[src/rtl/recovery_sequencer.sv]
// recovery_sequencer: sequences branch-mispredict recovery (hold, drain, flush, redirect)
// Optional feature macro: RECOV_PERF_EN adds recov_count / recov_cycles counters.
// Ports:
//   clk, reset          clock and synchronous active-high reset
//   mispredict_in       single-cycle mispredict pulse, accepted only in IDLE
//   target_pc           corrected PC, latched with an accepted mispredict
//   store_busy          committed store still writing data memory
//   flush               clears ROB, RSs, LSQ and FU pipelines
//   regstat_clear       one-cycle pulse in the first flush cycle
//   fetch_hold          stalls fetch from DRAIN through REDIRECT
//   redirect_valid      one-cycle pulse loading redirect_pc into fetch
//   redirect_pc         latched target_pc
//   busy                recovery in progress
//   drain_timeout       sticky flag: a store drain timed out
//   recov_count         (RECOV_PERF_EN) accepted mispredicts, saturating
//   recov_cycles        (RECOV_PERF_EN) busy cycles, saturating
module recovery_sequencer #(
    parameter int unsigned FLUSH_CYCLES  = 2,
    parameter int unsigned DRAIN_TIMEOUT = 15
) (
    input  logic        clk,
    input  logic        reset,
    input  logic        mispredict_in,
    input  logic [31:0] target_pc,
    input  logic        store_busy,
    output logic        flush,
    output logic        regstat_clear,
    output logic        fetch_hold,
    output logic        redirect_valid,
    output logic [31:0] redirect_pc,
    output logic        busy,
    output logic        drain_timeout
`ifdef RECOV_PERF_EN
    ,
    output logic [15:0] recov_count,
    output logic [15:0] recov_cycles
`endif
);
    localparam int DW = $clog2(DRAIN_TIMEOUT + 1);
    typedef enum logic [1:0] {IDLE, DRAIN, FLUSH, REDIRECT} state_t;
    state_t        state_q, state_d;
    logic [DW-1:0] dcnt_q, dcnt_d;
    logic [3:0]    fcnt_q, fcnt_d;
    logic [31:0]   pc_q, pc_d;
    logic          to_q, to_d;
    always_comb begin
        state_d = state_q;
        dcnt_d  = dcnt_q;
        fcnt_d  = fcnt_q;
        pc_d    = pc_q;
        to_d    = to_q;
        case (state_q)
            IDLE: if (mispredict_in) begin
                state_d = DRAIN;
                pc_d    = target_pc;
                dcnt_d  = '0;
            end
            DRAIN: begin
                dcnt_d = dcnt_q + 1'b1;
                // the incremented count is compared, so DRAIN lasts at most DRAIN_TIMEOUT cycles
                if (!store_busy || dcnt_d == DW'(DRAIN_TIMEOUT)) begin
                    state_d = FLUSH;
                    fcnt_d  = '0;
                    to_d    = to_q | store_busy;
                end
            end
            FLUSH: begin
                fcnt_d = fcnt_q + 1'b1;
                if (fcnt_q == 4'(FLUSH_CYCLES - 1)) state_d = REDIRECT;
            end
            default: state_d = IDLE;
        endcase
    end
    always_ff @(posedge clk) begin
        if (reset) begin
            state_q <= IDLE;
            dcnt_q  <= '0;
            fcnt_q  <= '0;
            pc_q    <= '0;
            to_q    <= 1'b0;
        end else begin
            state_q <= state_d;
            dcnt_q  <= dcnt_d;
            fcnt_q  <= fcnt_d;
            pc_q    <= pc_d;
            to_q    <= to_d;
        end
    end
    assign busy           = state_q != IDLE;
    assign fetch_hold     = busy;
    assign flush          = state_q == FLUSH;
    assign regstat_clear  = flush && fcnt_q == 4'd0;
    assign redirect_valid = state_q == REDIRECT;
    assign redirect_pc    = pc_q;
    assign drain_timeout  = to_q;
`ifdef RECOV_PERF_EN
    logic [15:0] rcnt_q, rcyc_q;
    always_ff @(posedge clk) begin
        if (reset) begin
            rcnt_q <= '0;
            rcyc_q <= '0;
        end else begin
            rcnt_q <= rcnt_q + 16'((state_q == IDLE && mispredict_in && rcnt_q != 16'hFFFF) ? 1 : 0);
            rcyc_q <= rcyc_q + 16'((busy && rcyc_q != 16'hFFFF) ? 1 : 0);
        end
    end
    assign recov_count  = rcnt_q;
    assign recov_cycles = rcyc_q;
`endif
endmodule

[config.mk]
export PLATFORM = sky130hd
export DESIGN_NAME = recovery_sequencer
export DESIGN_NICKNAME = d
export VERILOG_FILES = /design/src/rtl/recovery_sequencer.sv
export SDC_FILE = /design/constraint.sdc
export NUM_CORES = 1
export LEC_CHECK = 0
export CAP_MARGIN = 5
export CORE_ASPECT_RATIO = 0.5
export CORE_MARGIN = 3
export CORE_UTILIZATION = 46
export DETAILED_ROUTE_END_ITERATION = 10
export PLACE_DENSITY_LB_ADDON = 0.1
export SLEW_MARGIN = 25
export SYNTH_ARGS = -nofsm -noshare
export SYNTH_HDL_FRONTEND = slang
export SYNTH_SLANG_ARGS = --single-unit
[constraint.sdc]
create_clock -name clk -period 3.7 [get_ports clk]
set_input_delay 0.74 -clock clk [delete_from_list [all_inputs] [get_ports clk]]
set_output_delay 0.74 -clock clk [all_outputs]
set_load 0.005 [all_outputs]
==> notes.md, run 1 <==
The run has ended; figures from its reports follow.

The chip area in the Yosys report is 1800 um2. The net switching power came out at 490 uW. The switching part of the total power is 31.0%.

The count of buffers added by post-CTS timing repair for setup is 0. The first detailed-routing pass ran for 4 iterations. The slew check shows that the tightest pin keeps a relative margin of 32.1%. The proportion of power drawn by combinational gates is 35.6%.

The total wirelength of the detailed-routed design came out at 4610 um. The total number of warnings across the stage logs came out at 32. Per the final timing report, the hold violations number 0. The number of global-route vias before repair came to 1,690. Looking at the clock tree report, the H-tree level count equals 2. In this run, post-CTS repair resized a total of 0 instances.

Row generation in the floorplan step produced 15 rows. In the hold report, the worst path ends at redirect_pc[31]. The main area contributors are sky130_fd_sc_hd__dfxtp_1, sky130_fd_sc_hd__nand2_1, sky130_fd_sc_hd__a21oi_1.

The post-synth register bit count is 43. The sequential-cell power consumption is 590 uW. Global routing used 20.4% of the available tracks across all layers. The minimum clock period came out at 2.58 ns.

The detailed-route wire length on metal 1 is 2000 um. The number of buffers inserted by hold repair at cts came out at 0. The synthesized netlist contains 30 unique library cells. The total of fill cells in the finished design came out at 289. The total length of routed met2 wires is 2280 um.

The number of antenna violations at the first check in global routing came out at 0. The total congestion overflow is 0. The part of the total power dissipated in the clock network came out at 27.0%. The run finished with clean final reports. In this run the mean area of a mapped cell was 7.93 um2.

The tree is rooted in a sky130_fd_sc_hd__clkbuf_8. The final timing report gives a worst setup slack of 1.12 ns. The register area came out at 861 um2.
run 1: placed cells by master, fill, tap and decap left out:
| cell | n |
|---|---|
| sky130_fd_sc_hd__a21o_1 | 1 |
| sky130_fd_sc_hd__a21oi_1 | 38 |
| sky130_fd_sc_hd__a22oi_1 | 2 |
| sky130_fd_sc_hd__a31oi_1 | 2 |
| sky130_fd_sc_hd__a41oi_1 | 1 |
| sky130_fd_sc_hd__and2_1 | 3 |
| sky130_fd_sc_hd__and3_1 | 1 |
| sky130_fd_sc_hd__buf_4 | 3 |
| sky130_fd_sc_hd__bufinv_16 | 2 |
| sky130_fd_sc_hd__clkbuf_1 | 1 |
| sky130_fd_sc_hd__clkbuf_8 | 5 |
| sky130_fd_sc_hd__clkdlybuf4s50_1 | 73 |
| sky130_fd_sc_hd__dfxtp_1 | 43 |
| sky130_fd_sc_hd__ha_1 | 9 |
| sky130_fd_sc_hd__inv_1 | 6 |
| sky130_fd_sc_hd__mux2i_1 | 1 |
| sky130_fd_sc_hd__nand2_1 | 67 |
| sky130_fd_sc_hd__nand2b_1 | 1 |
| sky130_fd_sc_hd__nand3_1 | 6 |
| sky130_fd_sc_hd__nand3b_1 | 1 |
| sky130_fd_sc_hd__nand4b_1 | 3 |
| sky130_fd_sc_hd__nor2_1 | 10 |
| sky130_fd_sc_hd__nor2b_1 | 1 |
| sky130_fd_sc_hd__nor3_1 | 2 |
| sky130_fd_sc_hd__o2111a_1 | 1 |
| sky130_fd_sc_hd__o2111ai_1 | 1 |
| sky130_fd_sc_hd__o21a_1 | 1 |
| sky130_fd_sc_hd__o21ai_0 | 6 |
| sky130_fd_sc_hd__o31ai_1 | 2 |
| sky130_fd_sc_hd__or2b_1 | 1 |
| sky130_fd_sc_hd__or3b_1 | 1 |
| sky130_fd_sc_hd__or4b_1 | 1 |
run 1: tightest hold or removal path, stage by stage, from the launching register on:
cell and delay (ns):
sky130_fd_sc_hd__dfxtp_1 0.31, sky130_fd_sc_hd__nand2_1 0.05, sky130_fd_sc_hd__a21oi_1 0.05
run 1: logic make-up after synthesis:
logic type                 after synthesis  share of synthesized area [%]
DFF                                     43                           47.8
adders and majority gates                9                           6.26
buffers and inverters                   21                           4.59
AOI/OAI and AO/OA                       55                           17.0
muxes                                    1                          0.556
and+or+nand+nor                         98                           23.7
run 1: per-layer routing:
metal	GRT usage, %	vias to the layer above
met3	5.09	5
met1	24.0	797
li1	-	889
met2	36.7	49
met4	6.47	0
met5	0	-
run 1: sequential cells by signal, indices dropped and copies added, names as in the netlist:
name           cells
redirect_pc       32
fcnt_q             4
dcnt_q             4
drain_timeout      1
state_q            2
run 1: worst max path at each step:
stage,slack (ns),startpoint,endpoint
after floorplan,1.72,dcnt_q[0],fcnt_q[3]
after CTS,1.10,state_q[0],regstat_clear
after detailed placement,1.33,reset,redirect_pc[0]
final,1.12,state_q[0],regstat_clear
after global routing,0.98,state_q[0],regstat_clear
after global placement,1.36,mispredict_in,redirect_pc[19]
run 1: cell type report:
cell class	count	share of cell area, %
multi-input combinational	163	31.8
inverter	6	0.838
tap	51	2.37
sequential	43	32.0
timing repair buffer	76	28.0
clock buffer	6	2.70
clock inverter	2	2.23
run_1/class_map.png
(8 px per um)
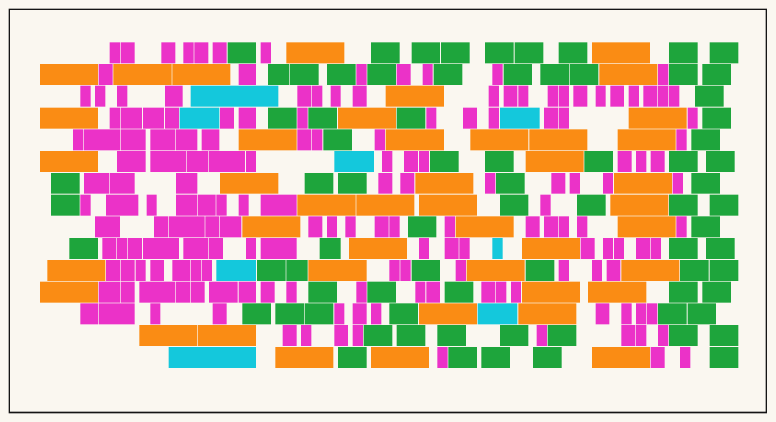
registers: shown in orange, cells 43. remaining logic cells: shown in magenta, cells 169. remaining buffers and delay cells: shown in green, cells 76. clock drivers and dummy loads: shown in cyan, cells 8.

run_1/pinout.png
(4 px per um) Pins as bars across the die edge, other pins in gray.
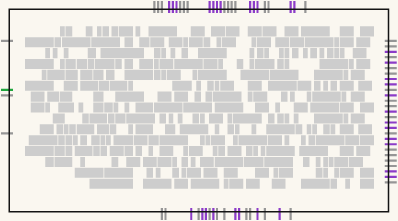
target_pc: shown in purple, pins 32, direction input, edge 12 right, 12 top, 8 bottom. drain_timeout: shown in green, pins 1, direction output, edge left.

run_1/clock_nets.png
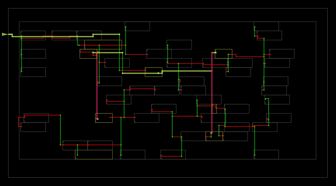
power in the clock group: 426 uW
clock buffers created by TritonCTS: 5
worst-skew pair later-pin latency: 0.30 ns
Clock Sinks: 43
setup skew after layout: 0.00603 ns

run_1/route_heat.png
(4 px per um) The die is cut into 19 by 10 equal tiles; dark purple is low, yellow is high, scaled to the fullest tile. Values are wire area over tile area, all layers added.
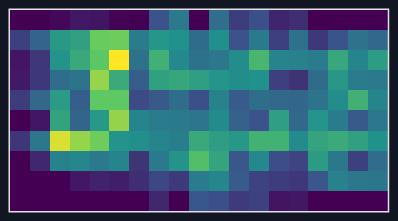

## Run 2: what changed since run 1
Settings changed: CORE_UTILIZATION 46 to 38.
Clock period 3.7 ns to 2.2 ns, I/O delays scaled along.
run_2/route_heat.png
(4 px per um) The die is cut into 21 by 11 equal tiles; dark purple is low, yellow is high, scaled to the fullest tile. Values are wire area over tile area, all layers added.
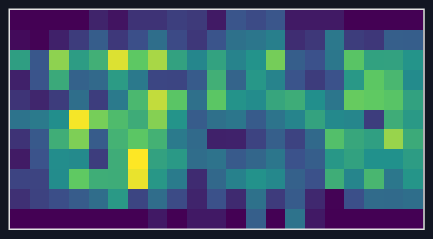
The densest ninth of the die: right middle. The mean over all tiles is 0.13. 11% of the tiles are nearly empty.

==> notes.md, run 2 <==
The run has ended; figures from its reports follow.

The count of H-tree levels built during CTS is 2. The worst slew slack as a fraction of its limit is 67.0%. The cell at the root of the clock tree is sky130_fd_sc_hd__clkbuf_8. The source-to-sink clock delay at the later pin of the worst-skew pair came out at 0.30 ns. The number of antenna violations at the first check in global routing is 0.

The number of distinct library cell variants in the gate-level netlist after synthesis came out at 30. The detailed router reports a met2 wire length of 2070 um. The minimum clock period is 2.12 ns. The most common logic cell in the final layout is sky130_fd_sc_hd__clkdlybuf4s50_1. The global-route total usage across every layer is 16.6%. The largest clock skew in the final design is 0.00750 ns.

After clock tree synthesis, the setup repair step added 0 buffers. The total power density per cell area is 911 nW/um2. The detailed-routing iteration count for the pre-antenna-repair pass is 4. The number of global-route vias before repair is 1,616. The clock drives 43 sinks. The total wirelength of the detailed-routed design is 4560 um. The synthesis-stage register bit count is 43.

The flip-flop count of the largest register, all copies and words added is 32. The share of the yosys chip area belonging to registers is 47.8%. The CTS report gives the tree buffer count as 5. The run finished with clean final reports.

The final-report hold violation count is 0. The total number of warnings across the stage logs is 32. The number of core rows came out at 16.

The total congestion overflow is 0. The average size of a mapped cell came out at 7.93 um2. For this block, wires on met1 add up to 2130 um. The last element of the critical path is fcnt_q[3]. The chip area in the Yosys report is 1800 um2. The top cell types in the final layout, fill and taps aside, are sky130_fd_sc_hd__clkdlybuf4s50_1, sky130_fd_sc_hd__nand2_1, sky130_fd_sc_hd__dfxtp_1. The number of buffers inserted by hold repair at cts came out at 0.
run_2/class_map.png
(8 px per um)
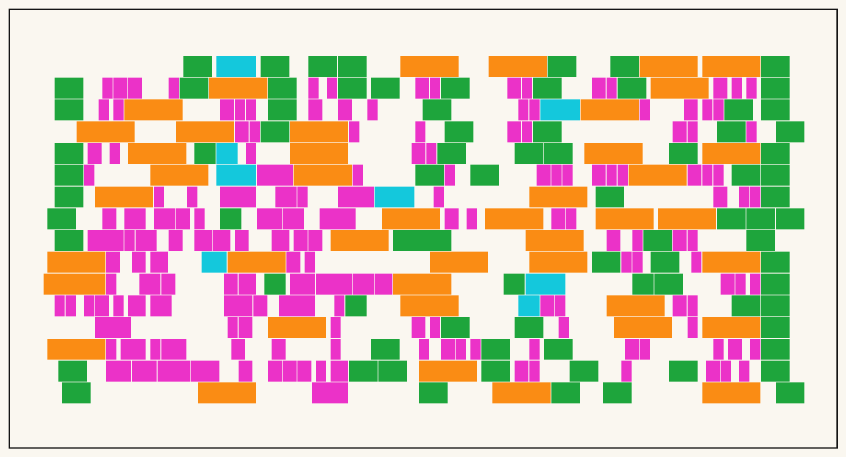
remaining buffers and delay cells: shown in green, cells 80. registers: shown in orange, cells 43. clock drivers and dummy loads: shown in cyan, cells 8. remaining logic cells: shown in magenta, cells 169.

==> run 2: kinds of logic (layout without fill, tap and decap cells) <==
family,count (synthesis),after routing,share of synthesized area [%]
adder cells (fa/ha/maj),9,9,6.26
buffers and inverters,21,94,4.59
flip-flops,43,43,47.8
AND/OR/NAND/NOR,98,98,23.7
multiplexers,1,1,0.556
AND-OR/OR-AND,55,55,17.0
==> run 2: cell type report <==
type / count / area (um2) / area share, %
clock buffer: 5 / 68.8 / 2.54
clock inverter: 3 / 23.8 / 0.878
inverter: 6 / 22.5 / 0.832
multi-input combinational: 163 / 856 / 31.6
sequential: 43 / 862 / 31.8
tap: 63 / 78.8 / 2.91
timing repair buffer: 80 / 796 / 29.4
==> run 2: report_power, final <==
| part | internal [mW] | total [mW] | leakage, nW | switching [mW] |
|---|---|---|---|---|
| registers | 0.912 | 0.992 | 0.352 | 0.0793 |
| clock network | 0.227 | 0.517 | 0.0408 | 0.290 |
| logic | 0.485 | 0.959 | 0.607 | 0.474 |
==> run 2: worst min-delay path, delay by kind of cell (launching register included) <==
family | cells | cell delay (ns)
compound gates | 1 | 0.05
flops | 1 | 0.31
simple gates | 1 | 0.05
==> run 2: per-stage QoR <==
stage,hold WS [ns],instances,util [%]
6_report,0.453,363,64.1
5_1_grt,0.473,363,64.1
4_1_cts,0.456,363,64.1
3_5_place_dp,0.443,355,61.9
3_3_place_gp,0.440,355,61.9
2_1_floorplan,0.453,227,-
==> run 2: worst min path at each step <==
stage,end,cells past startpoint,startpoint,slack (ns)
after detailed placement,redirect_pc[0],2,redirect_pc[0],0.44
final,redirect_pc[3],2,redirect_pc[3],0.45
after global placement,redirect_pc[9],2,redirect_pc[9],0.44
after CTS,redirect_pc[0],2,redirect_pc[0],0.46
after floorplan,redirect_pc[0],2,redirect_pc[0],0.45
after global routing,redirect_pc[1],2,redirect_pc[1],0.47
==> run 2: what timing repair did <==
item,in CTS,in global routing
endpoints found under the hold margin,0,0
resized,0,2
setup endpoints to repair,0,3
==> run 2: layer usage <==
metal	vias up	track usage, %
met4	0	5.81
li1	897	-
met1	781	19.6
met3	5	5.09
met5	-	0
met2	53	29.2
run_2/clock_nets.png
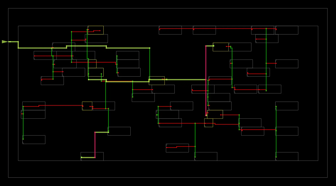

## Run 3: what changed since run 2
Settings changed: CORE_UTILIZATION 38 to 40, CTS_BUF_LIST set to sky130_fd_sc_hd__clkbuf_8.
run_3/clock_nets.png
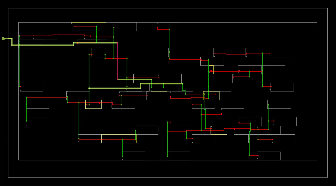
worst-skew pair later-pin latency: 0.29 ns
setup skew after layout: 0.00678 ns

run_3/class_map.png
(8 px per um)
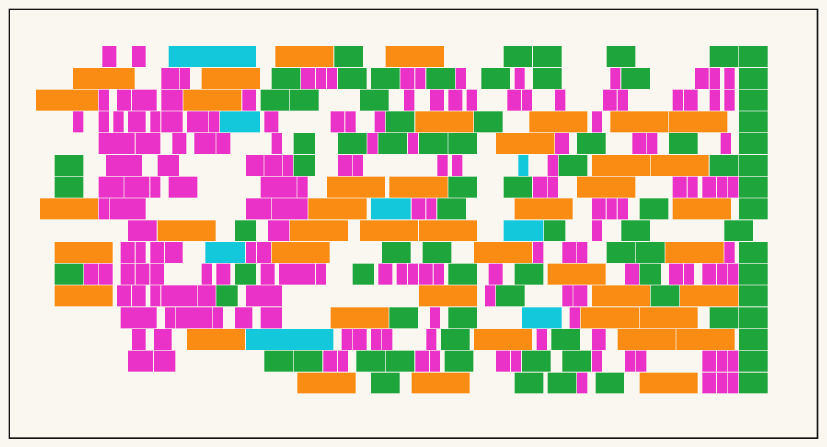
registers: shown in orange, cells 43. remaining buffers and delay cells: shown in green, cells 81. clock drivers and dummy loads: shown in cyan, cells 8. remaining logic cells: shown in magenta, cells 169.

==> notes.md, run 3 <==
The run has ended; figures from its reports follow.

The run finished with clean final reports. The minimum clock period came out at 2.11 ns. The met2 routing resource usage after global routing is 28.4%. The mean number of vias per cell is 4.94. The flip-flop count of the largest register, all copies and words added came out at 32. The total number of warnings across the stage logs came out at 32. The chip area in the Yosys report came out at 1800 um2. The number of antenna violations at the first check in global routing is 0. In this run the clock root is driven by a sky130_fd_sc_hd__clkbuf_8. The required time at the endpoint of the critical path is 2.42 ns. The number of global-route vias before repair came out at 1,534. The busiest layer in global routing is met2.

For this run, global-route usage on met3 was measured as 5.66%. The CTS report gives the tree buffer count as 5. The total congestion overflow came out at 0.

The total power density per cell area is 973 nW/um2. Including well taps, the total number of placed cells is 347. The layout-stage area growth over the synthesis result is 51.9%. The synthesis-stage register bit count is 43. Per the cell usage report, the commonest logic cell in the layout is sky130_fd_sc_hd__clkdlybuf4s50_1. Counting pins that exceed their max-slew limit in the final report gives 0. The transition time of the tightest slew-check pin is 0.572 ns. For this run, the top clock speed supported by timing is 475 MHz. The clock sink total came out at 43. By area the synthesized netlist is led by sky130_fd_sc_hd__dfxtp_1, sky130_fd_sc_hd__nand2_1, sky130_fd_sc_hd__a21oi_1. The via count came out at 1,753. The layout has 344 filler cells. The tightest hold path in the finished design has a slack of 0.452 ns. The multi-input gate area in the final layout is 857 um2.

The number of buffers inserted by hold repair at cts is 0. The number of distinct library cell variants in the gate-level netlist after synthesis is 30. The post-route fraction of the period consumed by the critical path came out at 95.8%. The worst setup margin is 0.0928 ns.

The met1 usage in global routing came out at 20.1%. Across every metal layer, demand over resource in global routing totals 16.7%. The most common logic cells in the final layout are sky130_fd_sc_hd__clkdlybuf4s50_1, sky130_fd_sc_hd__nand2_1, sky130_fd_sc_hd__dfxtp_1. The total wirelength of the detailed-routed design is 4550 um. The count of H-tree levels built during CTS is 2. The share of the yosys chip area belonging to registers came out at 47.8%. The worst slew slack as a fraction of its limit is 61.8%.

The final-report hold violation count came out at 0. The detailed-routing iteration count for the pre-antenna-repair pass is 4. The count of buffers added by post-CTS timing repair for setup came out at 0. The count of placed standard cells in the final layout, fillers left out came out at 355.

Cells fill 66.6% of the core in the end. The total die size is 5390 um2. The register area is 863 um2.
## run 3: path summary, 6_finish.rpt
check                         end             from  depth (start not counted)  slack (ns)
setup / recovery        fcnt_q[3]        dcnt_q[0]                          6        0.09
setup reg to reg        fcnt_q[3]        dcnt_q[0]                          6        0.09
hold reg to reg   redirect_pc[13]  redirect_pc[13]                          2        0.45
hold / removal    redirect_pc[13]  redirect_pc[13]                          2        0.45
## run 3: timing repair
action                                 in CTS  in global routing
endpoints found under the hold margin       0                  0
setup endpoints to repair                   0                  1
resized                                     0                  3
## run 3: metal layers
| metal | vias up | routed length (um) |
|---|---|---|
| li1 | 903 | - |
| met1 | 799 | 2150 |
| met2 | 49 | 2100 |
| met3 | 2 | 283 |
| met4 | 0 | 11 |
| met5 | - | 0 |
## run 3: kinds of logic after synthesis
logic type	synth area share, %
and+or+nand+nor	23.7
adders and majority gates	6.26
buffers and inverters	4.59
DFF	47.8
muxes	0.556
AOI/OAI and AO/OA	17.0
## run 3: layout make-up
class,instances,share of cell area (%)
Multi-Input combinational cell,163,31.4
Tap cell,54,2.47
Sequential cell,43,31.6
Inverter,6,0.824
Clock inverter,3,2.33
Clock buffer,5,2.52
Timing Repair Buffer,81,28.9
## run 3: report_power, final
| part | leakage [nW] | switching (mW) | total [mW] | internal, mW |
|---|---|---|---|---|
| logic | 0.610 | 0.473 | 0.955 | 0.482 |
| clock network | 0.0695 | 0.264 | 0.713 | 0.449 |
| registers | 0.353 | 0.0792 | 0.992 | 0.913 |
## run 3: worst max-delay path, cell delays in order, from the launching register on
cell	delay [ns]
sky130_fd_sc_hd__dfxtp_2	0.36
sky130_fd_sc_hd__ha_1	0.22
sky130_fd_sc_hd__nand4b_1	0.20
sky130_fd_sc_hd__or3b_1	0.43
sky130_fd_sc_hd__o2111a_2	0.18
sky130_fd_sc_hd__or4b_1	0.50
sky130_fd_sc_hd__a31oi_1	0.16

## Gallery

Metal 3.
(6 px per um)
shot_01.png
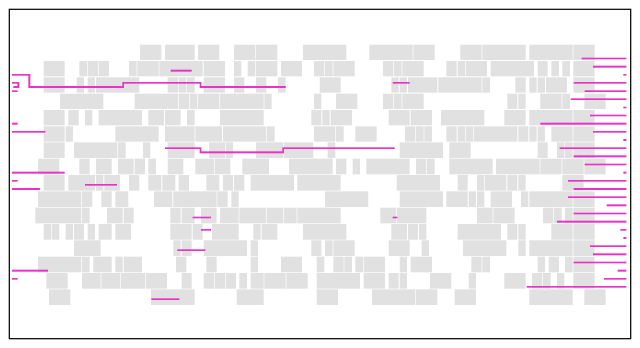
shot_02.png
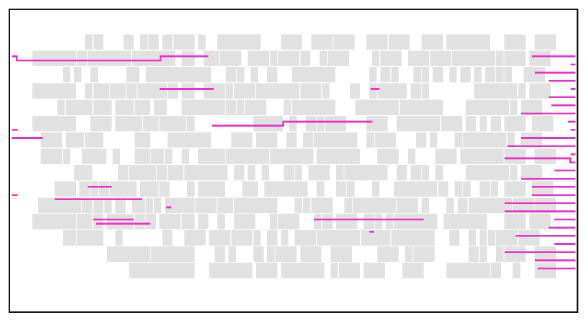
shot_03.png
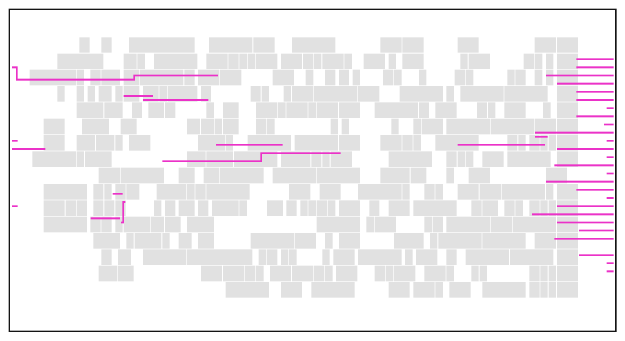
shot_01.png is run 2.
shot_02.png is run 1.
shot_03.png is run 3.

Key to shot_01.png:
44 nets have wire on it. The wires run mostly horizontal. The layer carries 321 um of wire.

Power and IR drop assume default switching activity.
